`src/rtl/sound_dac_pkg.sv`:
```
// rtl/sound_dac_pkg.sv - shared ramp-state type and modulator-order legality helpers
package sound_dac_pkg;

  // Mute-ramp controller states shared by every channel
  typedef enum logic [1:0] {
    MUTED_S   = 2'd0,
    RAMP_UP   = 2'd1,
    ACTIVE    = 2'd2,
    RAMP_DOWN = 2'd3
  } ramp_state_e;

  // Supported modulator orders
  localparam int ORDER_MIN = 1;
  localparam int ORDER_MAX = 2;

  function automatic bit order_is_legal(input int order);
    return (order >= ORDER_MIN) && (order <= ORDER_MAX);
  endfunction

endpackage

```
`src/rtl/sound_dac_mod.sv`:
```
// rtl/sound_dac_mod.sv - single-channel 1-bit delta-sigma modulator, first or second order
module sound_dac_mod
  import sound_dac_pkg::*;
#(
  parameter int BIT_WIDTH = 16,
  parameter int ORDER     = 1
) (
  input  logic                        clk_i,
  input  logic                        rst_ni,
  input  logic                        clk_en_i,
  input  logic signed [BIT_WIDTH-1:0] sample_i,
  output logic                        out_o
);

  if (ORDER == ORDER_MIN) begin : g_order1
    // Offset-binary input: flipping the sign bit maps -2^(W-1)..2^(W-1)-1 onto 0..2^W-1
    logic [BIT_WIDTH-1:0] x;
    logic [BIT_WIDTH:0]   acc_q;
    logic [BIT_WIDTH:0]   acc_d;

    assign x     = {~sample_i[BIT_WIDTH-1], sample_i[BIT_WIDTH-2:0]};
    assign acc_d = {1'b0, acc_q[BIT_WIDTH-1:0]} + {1'b0, x};
    // The carry of the stored accumulator is the output bit itself
    assign out_o = acc_q[BIT_WIDTH];

    // Accumulate once per modulator update
    always_ff @(posedge clk_i or negedge rst_ni) begin
      if (!rst_ni) begin
        acc_q <= '0;
      end else if (clk_en_i) begin
        acc_q <= acc_d;
      end
    end
  end else begin : g_order2
    localparam int IW = BIT_WIDTH + 4;
    localparam int SW = BIT_WIDTH + 6;
    localparam logic signed [SW-1:0] I_MAX  = {3'b000, {(IW-1){1'b1}}};
    localparam logic signed [SW-1:0] I_MIN  = {3'b111, {(IW-1){1'b0}}};
    localparam logic signed [SW-1:0] FB_POS = {{(SW-BIT_WIDTH){1'b0}}, 1'b1, {(BIT_WIDTH-1){1'b0}}};
    localparam logic signed [SW-1:0] FB_NEG = {{(SW-BIT_WIDTH+1){1'b1}}, {(BIT_WIDTH-1){1'b0}}};

    logic signed [IW-1:0] i1_q, i2_q, i1_d, i2_d;
    logic signed [SW-1:0] fb, i1_sum, i2_sum;
    logic                 out_q;

    // Clamp a wide sum into the integrator range instead of wrapping
    function automatic logic signed [IW-1:0] sat(input logic signed [SW-1:0] v);
      if (v > I_MAX) begin
        return IW'(I_MAX);
      end else if (v < I_MIN) begin
        return IW'(I_MIN);
      end
      return IW'(v);
    endfunction

    assign fb     = out_q ? FB_POS : FB_NEG;
    assign i1_sum = {{(SW-IW){i1_q[IW-1]}}, i1_q}
                  + {{(SW-BIT_WIDTH){sample_i[BIT_WIDTH-1]}}, sample_i} - fb;
    assign i1_d   = sat(i1_sum);
    assign i2_sum = {{(SW-IW){i2_q[IW-1]}}, i2_q} + {{(SW-IW){i1_d[IW-1]}}, i1_d} - fb;
    assign i2_d   = sat(i2_sum);
    assign out_o  = out_q;

    // Two cascaded saturating integrators with a shared 1-bit feedback
    always_ff @(posedge clk_i or negedge rst_ni) begin
      if (!rst_ni) begin
        i1_q  <= '0;
        i2_q  <= '0;
        out_q <= 1'b0;
      end else if (clk_en_i) begin
        i1_q  <= i1_d;
        i2_q  <= i2_d;
        out_q <= ~i2_d[IW-1];
      end
    end
  end

endmodule

```
`src/rtl/sound_dac_multi.sv`:
```
// rtl/sound_dac_multi.sv - multi-channel 1-bit audio DAC with shared mute ramp
module sound_dac_multi
  import sound_dac_pkg::*;
#(
  parameter int CHANNELS  = 2,
  parameter int BIT_WIDTH = 16,
  parameter int ORDER     = 1,
  parameter int DIV       = 5,
  parameter int GAIN_BITS = 8,
  parameter int RAMP_STEP = 64
) (
  input  logic                          CLK,
  input  logic                          RESET_n,
  input  logic [CHANNELS*BIT_WIDTH-1:0] IN_DATA,
  input  logic                          SAMPLE_STB,
  input  logic                          MUTE,
  output logic [CHANNELS-1:0]           OUT,
  output logic                          MUTED
);

  if (!order_is_legal(ORDER)) begin : g_order_check
    $error("sound_dac_multi: ORDER must be 1 or 2");
  end

  localparam int              GW        = GAIN_BITS + 1;
  localparam int              PW        = BIT_WIDTH + GAIN_BITS + 1;
  localparam logic [7:0]      DIV_LOAD  = 8'(DIV - 1);
  localparam logic [15:0]     STEP_LAST = 16'(RAMP_STEP - 1);
  localparam logic [GW-1:0]   GAIN_FULL = {1'b1, {GAIN_BITS{1'b0}}};
  localparam logic [GW-1:0]   GAIN_NEAR = GAIN_FULL - {{GAIN_BITS{1'b0}}, 1'b1};
  localparam logic [GW-1:0]   GAIN_ONE  = {{GAIN_BITS{1'b0}}, 1'b1};

  logic [7:0]                    div_q;
  logic [7:0]                    div_d;
  logic                          clk_en;
  logic [CHANNELS*BIT_WIDTH-1:0] hold_q;
  logic [GW-1:0]                 gain_q;
  logic [15:0]                   step_q;
  ramp_state_e                   state_q;
  logic                          muted_q;
  logic [CHANNELS-1:0]           out_w;

  assign clk_en = (div_q == 8'd0);
  assign div_d  = clk_en ? DIV_LOAD : div_q - 8'd1;

  // Update-rate divider: enable pulses when the down-counter hits zero
  always_ff @(posedge CLK or negedge RESET_n) begin
    if (!RESET_n) begin
      div_q <= DIV_LOAD;
    end else begin
      div_q <= div_d;
    end
  end

  // Sample hold; the modulators only ever read these registers
  always_ff @(posedge CLK or negedge RESET_n) begin
    if (!RESET_n) begin
      hold_q <= '0;
    end else if (SAMPLE_STB) begin
      hold_q <= IN_DATA;
    end
  end

  // Mute ramp: MUTE is honoured on any cycle, gain steps only on update cycles
  always_ff @(posedge CLK or negedge RESET_n) begin
    if (!RESET_n) begin
      state_q <= MUTED_S;
      gain_q  <= '0;
      step_q  <= '0;
      muted_q <= 1'b1;
    end else begin
      case (state_q)
        MUTED_S: begin
          if (!MUTE) begin
            state_q <= RAMP_UP;
            step_q  <= '0;
            muted_q <= 1'b0;
          end
        end
        RAMP_UP: begin
          if (MUTE) begin
            step_q <= '0;
            // Nothing to ramp down from: fall straight back to silence
            if (gain_q == '0) begin
              state_q <= MUTED_S;
              muted_q <= 1'b1;
            end else begin
              state_q <= RAMP_DOWN;
            end
          end else if (clk_en) begin
            if (step_q == STEP_LAST) begin
              step_q <= '0;
              gain_q <= gain_q + GAIN_ONE;
              if (gain_q == GAIN_NEAR) begin
                state_q <= ACTIVE;
              end
            end else begin
              step_q <= step_q + 16'd1;
            end
          end
        end
        ACTIVE: begin
          if (MUTE) begin
            state_q <= RAMP_DOWN;
            step_q  <= '0;
          end
        end
        RAMP_DOWN: begin
          if (!MUTE) begin
            step_q  <= '0;
            // Already at full gain: no ramp needed
            state_q <= (gain_q == GAIN_FULL) ? ACTIVE : RAMP_UP;
          end else if (clk_en) begin
            if (step_q == STEP_LAST) begin
              step_q <= '0;
              gain_q <= gain_q - GAIN_ONE;
              if (gain_q == GAIN_ONE) begin
                state_q <= MUTED_S;
                muted_q <= 1'b1;
              end
            end else begin
              step_q <= step_q + 16'd1;
            end
          end
        end
        default: begin
          state_q <= MUTED_S;
          muted_q <= 1'b1;
        end
      endcase
    end
  end

  for (genvar n = 0; n < CHANNELS; n++) begin : g_ch
    logic signed [PW-1:0]        hold_ext;
    logic signed [PW-1:0]        gain_ext;
    logic signed [BIT_WIDTH-1:0] scaled;

    assign hold_ext = {{(GAIN_BITS+1){hold_q[n*BIT_WIDTH+BIT_WIDTH-1]}},
                       hold_q[n*BIT_WIDTH +: BIT_WIDTH]};
    assign gain_ext = {{BIT_WIDTH{1'b0}}, gain_q};
    assign scaled   = BIT_WIDTH'((hold_ext * gain_ext) >>> GAIN_BITS);

    sound_dac_mod #(
      .BIT_WIDTH (BIT_WIDTH),
      .ORDER     (ORDER)
    ) u_mod (
      .clk_i    (CLK),
      .rst_ni   (RESET_n),
      .clk_en_i (clk_en),
      .sample_i (scaled),
      .out_o    (out_w[n])
    );
  end

  assign OUT   = out_w;
  assign MUTED = muted_q;

endmodule

```
`config.mk`:
```
export PLATFORM = sky130hd
export DESIGN_NAME = sound_dac_multi
export DESIGN_NICKNAME = d
export VERILOG_FILES = /design/src/rtl/sound_dac_pkg.sv /design/src/rtl/sound_dac_mod.sv /design/src/rtl/sound_dac_multi.sv
export SDC_FILE = /design/constraint.sdc
export NUM_CORES = 1
export LEC_CHECK = 0
export CELL_PAD_IN_SITES_DETAIL_PLACEMENT = 1
export CELL_PAD_IN_SITES_GLOBAL_PLACEMENT = 1
export CORE_MARGIN = 4
export CORE_UTILIZATION = 25
export CTS_BUF_LIST = sky130_fd_sc_hd__clkbuf_16
export CTS_CLUSTER_SIZE = 25
export DETAILED_ROUTE_END_ITERATION = 10
export PLACE_DENSITY_LB_ADDON = 0.1
export SYNTH_ARGS = -nofsm -noshare
export SYNTH_HDL_FRONTEND = slang
export SYNTH_HIERARCHICAL = 1
export SYNTH_SLANG_ARGS = --single-unit
```
`constraint.sdc`:
```
create_clock -name CLK -period 13.5 [get_ports CLK]
set_clock_uncertainty 0.05 [all_clocks]
set_input_delay 2.7 -clock CLK [delete_from_list [all_inputs] [get_ports CLK]]
set_output_delay 2.7 -clock CLK [all_outputs]
set_load 0.005 [all_outputs]
```
Figure 1. Signal wires on met3.
Drawn at 1 px/um.
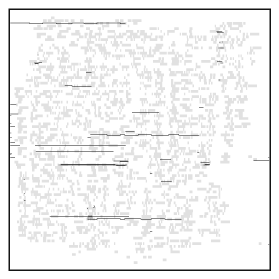
nets with wire on the layer: 38
share of all routed wire: 2.2%
main direction: horizontal
wire length on this layer: 962 um
Vias: 11570
DRT Wirelength: 44080 um
met3 Usage GRT: 1.580%

==> run summary <==
Yosys top cell area share: 29.13%
WL/cell: 17.31 um
Post-synth area hogs: fa_1 29%, dfrtp_1 16%, ha_1 11%
core area: 62170 um2
P_sw: 1.029 mW
Worst Path Max Fanout: 23
CP max-delay cell: dfrtp_1
Hold Violations, Final: 0
initial antenna violation count: 2
Clk pin slew, worst setup/hold paths: 100 ps
YS chip area: 15810 um2
Pre-antenna DRT Iters: 5
register share after synthesis: 16.16%
Avg Cell Area, Syn: 9.122 um2
Top cells excl fill/tap: 296 x inv_1, 230 x fa_1, 209 x nand2_1, 141 x and2_1, 138 x ha_1
ys cells: 1733
Setup crit start kind: flip-flop
worst path arrival time: 7860 ps
mux share: 4.005%
Largest Register: g_ch.u_mod/g_order1.acc_q
Logic pwr share: 63.9%
Post-CTS Setup Repair Bufs: 0
Sequential Power Share: 21.3%
FMAX: 131.3 MHz
max-cap violation count: 0
tool warning count: 28
Die X: 259.5 um
status: complete, no violations
most frequent logic cell in the layout: inv_1
Post-Synth XOR/XNOR Area: 3.989%
Root Buffer: clkbuf_16
biggest regs: g_ch.u_mod/g_order1.acc_q x34, hold_q x32, step_q x16
first-pass GRT wire length: 72940 um
post-synthesis compound-gate area fraction: 9.736%
grt total ovfl: 0
Fin Setup TNS: 0 ps
max FFs per register: 34
minimum clock period: 7616 ps
max-slew violations: 0
port bufs: 38
Figure 2. Clock network drawn from the DEF.
Drawn at 1.5 px/um.
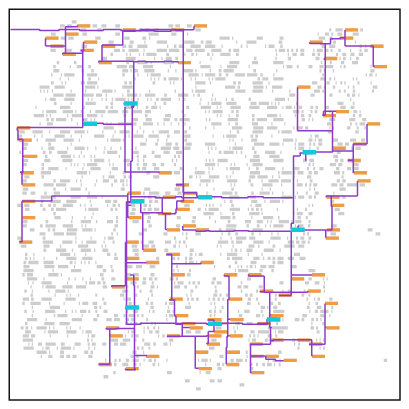
[orange] flip-flops | count: 102
[cyan] clock drivers | count: 9
[purple] clock wires | length: 2590 um
routed clock nets: 10
Clock Power Share: 14.8%
Clk power: 315 uW
worst skew pair latency: 390 ps

through the flow:
step                      cell area, um2  power [mW]
after floorplan                    15810       1.486
after global placement             16960       1.827
after detailed placement           16960       1.836
after CTS                          17280       2.179
after global routing               17280       2.369
final                              17280       2.129
worst paths after layout:
| path | end | slack (ps) | depth (start not counted) |
|---|---|---|---|
| worst min register to register | div_q[0]$_DFF_PN0_ | 440 | 1 |
| min in group asynchronous | step_q[9]$_DFFE_PN0N_ | 2240 | 1 |
| worst max register to register | g_ch[1].u_mod/g_order1.acc_q[12]$_DFFE_PN0P_ | 5880 | 26 |
| worst min-delay path | div_q[0]$_DFF_PN0_ | 440 | 1 |
| max in group asynchronous | gain_q[7]$_DFFE_PN0P_ | 9700 | 2 |
| worst max-delay path | g_ch[1].u_mod/g_order1.acc_q[12]$_DFFE_PN0P_ | 5880 | 26 |
layout make-up:
cell class	instances	area, um2
clock inverters	7	95.09
flip-flops and latches	102	2556
diodes	1	2.502
multi-input cells	1246	11790
inverters	296	1111
clock buffers	9	225.2
repair buffers	49	455.4
fillers	7262	44890
well taps	837	1047
cell usage after synthesis, types with 19 or more instances:
| cell type | count |
|---|---|
| a21o_1 | 19 |
| a21oi_1 | 65 |
| nand2_1 | 209 |
| nor2_1 | 51 |
| xnor2_1 | 50 |
| xor2_1 | 22 |
| mux2_2 | 50 |
| nor3_1 | 24 |
| o21ai_0 | 39 |
| fa_1 | 230 |
| dfrtp_1 | 100 |
| clkbuf_1 | 58 |
| and2_1 | 141 |
| inv_1 | 296 |
| buf_1 | 25 |
| ha_1 | 138 |
per-layer routing:
layer,track usage [%],vias up,wire (um)
met5,0,-,0
met4,2.398,0,481
met3,1.580,27,961
met2,24.02,82,21830
met1,18.28,5999,20810
li1,-,5464,-
Power figures rest on the tool's default switching activity, not on a simulated workload.
